Fig. 1: run 1, signal wires by layer
Only two layers are drawn.
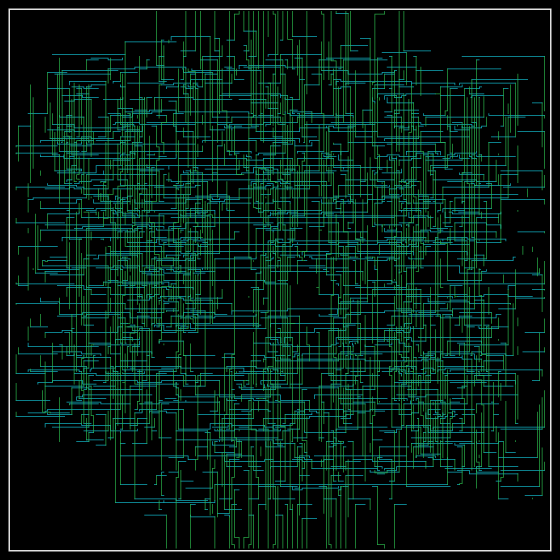
Fig. 2: run 1, gate-type map
Bar = 20 um.
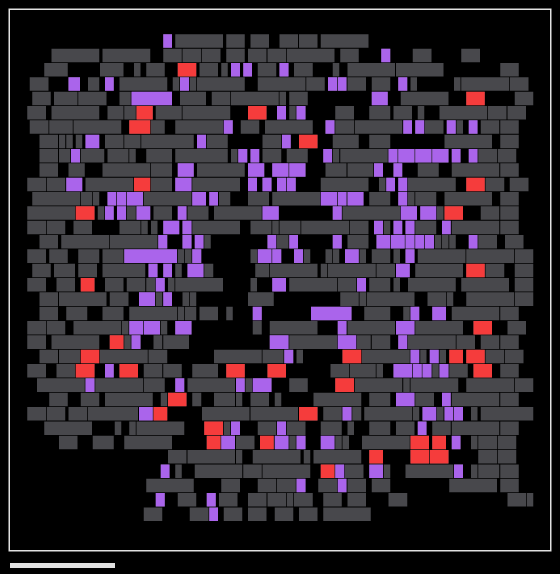
Fig. 3: run 1, I/O pins on the die edge
Pins as bars across the die edge, other pins in grey.
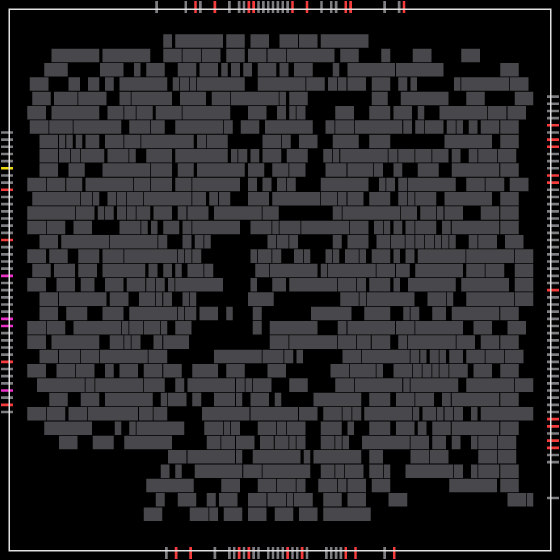
<file path="src/rtl/mem_lsu.sv">
// -----------------------------------------------------------------------------
// mem_lsu - load/store unit between the CPU datapath and a 16-byte,
// word-organised, big-endian data memory.
//
// Accepts one byte/halfword/word load or store at a time. Sub-word stores are
// done as read-modify-write. Load data is extracted from its big-endian lane
// and sign- or zero-extended to 32 bits. Exactly one rsp_valid pulse is
// returned per accepted request.
//
// Optional feature macro: LSU_ALIGN_CHECK_EN
//   defined   : misaligned half/word accesses return an error response
//   undefined : word accesses use the aligned word, halves use addr[1];
//               only size 2'b11 is an error
//
// Ports:
//   clk, rst_n           clock, asynchronous active-low reset
//   req_valid/req_ready  request handshake (ready only in IDLE)
//   req_write            1 = store, 0 = load
//   req_size             00 byte, 01 half, 10 word, 11 illegal
//   req_unsigned         loads: zero-extend when 1
//   req_addr[3:0]        byte address
//   req_wdata[31:0]      right-justified store data
//   rsp_valid            one-cycle completion pulse
//   rsp_rdata[31:0]      extended load data (0 for stores/errors)
//   rsp_err              illegal size or misaligned access
//   mem_addr[3:0]        word-aligned memory address
//   mem_wdata[31:0]      word to write
//   mem_e_read           memory read enable
//   mem_e_write          memory write enable
//   mem_rdata[31:0]      combinational memory read data
// -----------------------------------------------------------------------------
module mem_lsu (
  input  logic        clk,
  input  logic        rst_n,
  input  logic        req_valid,
  output logic        req_ready,
  input  logic        req_write,
  input  logic [1:0]  req_size,
  input  logic        req_unsigned,
  input  logic [3:0]  req_addr,
  input  logic [31:0] req_wdata,
  output logic        rsp_valid,
  output logic [31:0] rsp_rdata,
  output logic        rsp_err,
  output logic [3:0]  mem_addr,
  output logic [31:0] mem_wdata,
  output logic        mem_e_read,
  output logic        mem_e_write,
  input  logic [31:0] mem_rdata
);

  typedef enum logic [1:0] {IDLE, READ, WRITE, DONE} state_t;

  state_t      state_q, state_d;
  logic        write_q, write_d;
  logic [1:0]  size_q, size_d;
  logic        unsigned_q, unsigned_d;
  logic [1:0]  off_q, off_d;
  logic [15:0] wdata_q, wdata_d;       // only the sub-word part is needed later
  logic [3:0]  mem_addr_q, mem_addr_d;
  logic [31:0] mem_wdata_q, mem_wdata_d;
  logic [31:0] rsp_rdata_q, rsp_rdata_d;
  logic        rsp_err_q, rsp_err_d;

  logic        req_err;
  logic [4:0]  shamt;
  logic [31:0] rd_shifted;
  logic [7:0]  ld_byte;
  logic [15:0] ld_half;
  logic [31:0] ld_ext;
  logic [31:0] merged;

  // Request error decode. Only feeds registers, so no req_* -> output path.
  always_comb begin
    req_err = (req_size == 2'b11);
`ifdef LSU_ALIGN_CHECK_EN
    if (req_size == 2'b01 && req_addr[0])          req_err = 1'b1;
    if (req_size == 2'b10 && req_addr[1:0] != 2'b00) req_err = 1'b1;
`endif
  end

  // Big-endian lanes: byte o sits at bit 24-8o, i.e. shift by 8*(3-o).
  assign shamt      = {~off_q, 3'b000};
  assign rd_shifted = mem_rdata >> shamt;
  assign ld_byte    = rd_shifted[7:0];
  // off_q[1] picks the half; off_q[0] is ignored when alignment is unchecked.
  assign ld_half    = off_q[1] ? mem_rdata[15:0] : mem_rdata[31:16];

  always_comb begin
    case (size_q)
      2'b00:   ld_ext = {{24{~unsigned_q & ld_byte[7]}}, ld_byte};
      2'b01:   ld_ext = {{16{~unsigned_q & ld_half[15]}}, ld_half};
      default: ld_ext = mem_rdata;
    endcase
  end

  // Read-modify-write merge: only the addressed lanes are replaced.
  always_comb begin
    if (size_q == 2'b00)
      merged = (mem_rdata & ~(32'h0000_00FF << shamt)) |
               ({24'd0, wdata_q[7:0]} << shamt);
    else if (off_q[1])
      merged = {mem_rdata[31:16], wdata_q};
    else
      merged = {wdata_q, mem_rdata[15:0]};
  end

  always_comb begin
    state_d     = state_q;
    write_d     = write_q;
    size_d      = size_q;
    unsigned_d  = unsigned_q;
    off_d       = off_q;
    wdata_d     = wdata_q;
    mem_addr_d  = mem_addr_q;
    mem_wdata_d = mem_wdata_q;
    rsp_rdata_d = rsp_rdata_q;
    rsp_err_d   = rsp_err_q;
    case (state_q)
      IDLE: begin
        if (req_valid) begin
          write_d    = req_write;
          size_d     = req_size;
          unsigned_d = req_unsigned;
          off_d      = req_addr[1:0];
          wdata_d    = req_wdata[15:0];
          mem_addr_d = {req_addr[3:2], 2'b00};
          if (req_err) begin
            rsp_err_d   = 1'b1;
            rsp_rdata_d = 32'd0;
            state_d     = DONE;
          end else if (req_write && req_size == 2'b10) begin
            mem_wdata_d = req_wdata;
            state_d     = WRITE;
          end else begin
            state_d = READ;
          end
        end
      end
      READ: begin
        if (write_q) begin
          mem_wdata_d = merged;   // mem_wdata_q doubles as the RMW word buffer
          state_d     = WRITE;
        end else begin
          rsp_rdata_d = ld_ext;
          rsp_err_d   = 1'b0;
          state_d     = DONE;
        end
      end
      WRITE: begin
        rsp_rdata_d = 32'd0;
        rsp_err_d   = 1'b0;
        state_d     = DONE;
      end
      DONE:    state_d = IDLE;
      default: state_d = IDLE;
    endcase
  end

  always_ff @(posedge clk or negedge rst_n) begin
    if (!rst_n) begin
      state_q     <= IDLE;
      write_q     <= 1'b0;
      size_q      <= 2'b00;
      unsigned_q  <= 1'b0;
      off_q       <= 2'b00;
      wdata_q     <= 16'd0;
      mem_addr_q  <= 4'd0;
      mem_wdata_q <= 32'd0;
      rsp_rdata_q <= 32'd0;
      rsp_err_q   <= 1'b0;
    end else begin
      state_q     <= state_d;
      write_q     <= write_d;
      size_q      <= size_d;
      unsigned_q  <= unsigned_d;
      off_q       <= off_d;
      wdata_q     <= wdata_d;
      mem_addr_q  <= mem_addr_d;
      mem_wdata_q <= mem_wdata_d;
      rsp_rdata_q <= rsp_rdata_d;
      rsp_err_q   <= rsp_err_d;
    end
  end

  // Handshake and enables are pure state decodes.
  assign req_ready   = (state_q == IDLE);
  assign rsp_valid   = (state_q == DONE);
  assign mem_e_read  = (state_q == READ);
  assign mem_e_write = (state_q == WRITE);
  assign mem_addr    = mem_addr_q;
  assign mem_wdata   = mem_wdata_q;
  assign rsp_rdata   = rsp_rdata_q;
  assign rsp_err     = rsp_err_q;

endmodule

</file>
<file path="config.mk">
export PLATFORM = sky130hd
export DESIGN_NAME = mem_lsu
export DESIGN_NICKNAME = d
export VERILOG_FILES = /design/src/rtl/mem_lsu.sv
export SDC_FILE = /design/constraint.sdc
export NUM_CORES = 1
export LEC_CHECK = 0
export CAP_MARGIN = 20
export CORE_MARGIN = 3
export CORE_UTILIZATION = 50
export DETAILED_ROUTE_END_ITERATION = 7
export GPL_TIMING_DRIVEN = 0
export PLACE_DENSITY = 0.95
export REMOVE_ABC_BUFFERS = 1
export SLEW_MARGIN = 30
export SYNTH_ARGS = -nofsm -noshare
export SYNTH_HDL_FRONTEND = slang
export SYNTH_SLANG_ARGS = --single-unit
</file>
<file path="constraint.sdc">
create_clock -name clk -period 4.6 [get_ports clk]
set_clock_uncertainty 0.05 [all_clocks]
set_input_delay 0.92 -clock clk [delete_from_list [all_inputs] [get_ports clk]]
set_output_delay 0.92 -clock clk [all_outputs]
set_load 0.02 [all_outputs]
</file>
==> run notes, run 1 <==
impl run done, here's what came out: critical path arrival 2240 ps, OpenROAD warnings 30, largest net degree at the start of global routing 53, Late-Pin Clk Latency 350 ps, Top Ports 148, outcome complete, no violations, Int Pwr 2.629 mW, CP Launch Type register, Hold Crit Class primary input to async pin, adder-cell share of the synthesized area 0.01614, CP Capture Type output port, yosys synthesis chip area 0.004652 mm2, registers 91, XOR/XNOR Area Share 0, Met1 Wirelength 5.843 mm, sequential share of power 0.333, clk sinks 91, maximum vdd drop 506.4 uV, GR Util met3 0.06485, Finished Core Util 0.7202, setup_tns 0 ps, Worst Path Buf+Inv 2, post-CTS setup buffers 0, R2R setup slack 1420 ps, WL met3 1.357 mm, Core ar. 0.008891 mm2, Crit-path slowest cell clkdlybuf4s50_1, Synth Warn # 0, inverter count 15, Max Freq 0.3112 GHz, Post-DP Area 0.006210 mm2, routed length on met2 7.340 mm, Dominant cell area share 0.4895, Logic family by area AND-OR/OR-AND gates, cell count along the critical path 3, Final Power 4.767 mW, Final HPWL DP 10.64 mm
## Picture notes: Fig. 1
colour	layer	wire length
cyan	metal 1	5840 um
green	metal 2	7340 um

## Picture notes: Fig. 2
colour	family	cells	most used
purple	aoi and oai cells	148	o21ai_0
red	non-inverting ao/oa cells	36	a221o_1

## Picture notes: Fig. 3
colour	port	pins	direction	edge
yellow	req_write	1	input	left
magenta	req_addr	4	input	left
red	mem_wdata	32	output	10 right, 9 bottom, 9 top, 4 left
all pins by edge	53 right, 40 left, 28 bottom, 27 top

Fig. 4: run 1, register map, names as in the netlist
Bar = 20 um. Other sequential cells in the stronger grey, the rest of the logic in the fainter grey.
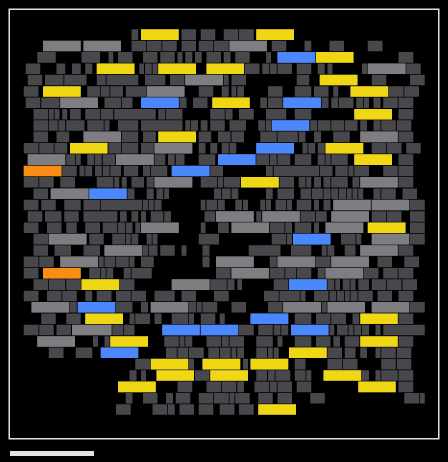

==> run 2: changes to the inputs <==
CORE_UTILIZATION = 42   (was 50)
PLACE_DENSITY = 0.88   (was 0.95)
clock period = 2.7 ns   (was 4.6 ns; I/O delays follow)
Fig. 5: run 2, register map, names as in the netlist
Bar = 20 um. Other sequential cells in the stronger grey, the rest of the logic in the fainter grey.
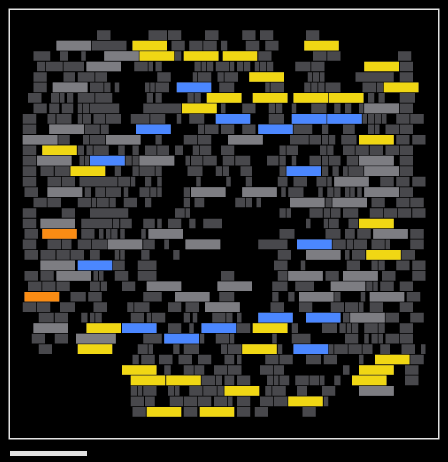
colour	signal	placed flops
orange	mem_addr	2
yellow	mem_wdata	32
blue	wdata_q	16

Fig. 6: run 2, signal wires by layer
Only two layers are drawn.
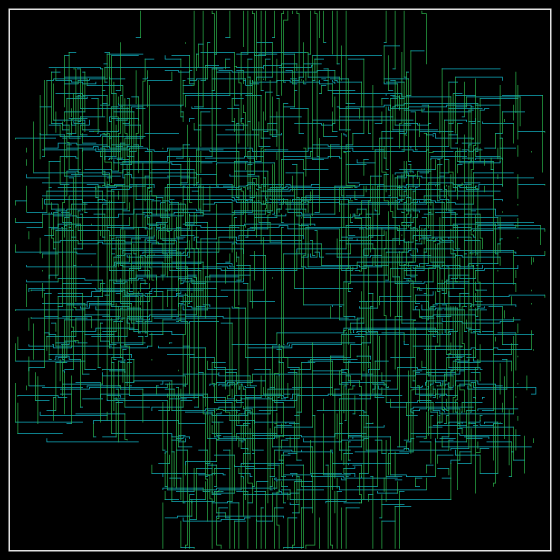
colour	layer	wire length
green	metal 2	7640 um
cyan	metal 1	6240 um

Fig. 7: run 2, I/O pins on the die edge
Pins as bars across the die edge, other pins in grey.
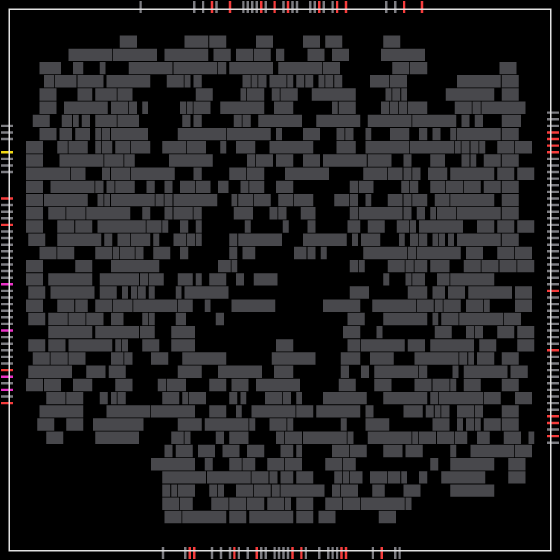
colour	port	pins	direction	edge
magenta	req_addr	4	input	left
yellow	req_write	1	input	left
red	mem_wdata	32	output	10 top, 9 right, 9 bottom, 4 left
all pins by edge	51 right, 39 left, 30 bottom, 28 top

==> run notes, run 2 <==
impl run done, here's what came out: outcome complete, no violations, Worst Path Buf+Inv 2, maximum vdd drop 813.5 uV, Finished Core Util 0.6112, post-CTS setup buffers 1, Crit-path slowest cell clkdlybuf4s50_1, CP Cell Sequence inv_1 > ha_4 > clkdlybuf4s50_1, Logic family by area AND-OR/OR-AND gates, clk sinks 91, GP Congestion 0.8835, R2R depth 4, Dominant cell area share 0.4895, inverter count 15, CP Capture Type output port, OpenROAD warnings 30, Synth Warn # 0, routed length on met2 7.644 mm, critical path arrival 2020 ps, Final HPWL DP 10.93 mm, Met1 Wirelength 6.241 mm, largest net degree at the start of global routing 47, setup_tns 0 ps, WL met3 1.114 mm, Max Freq 0.3827 GHz, Int Pwr 4.438 mW, XOR/XNOR Area Share 0, Post-DP Area 0.006245 mm2, Final Power 8.118 mW, Hold Crit Class primary input to async pin, cell count along the critical path 3, Late-Pin Clk Latency 360 ps, yosys synthesis chip area 0.004652 mm2, adder-cell share of the synthesized area 0.01614, Core ar. 0.01056 mm2
Power figures rest on the tool's default switching activity, not on a simulated workload.
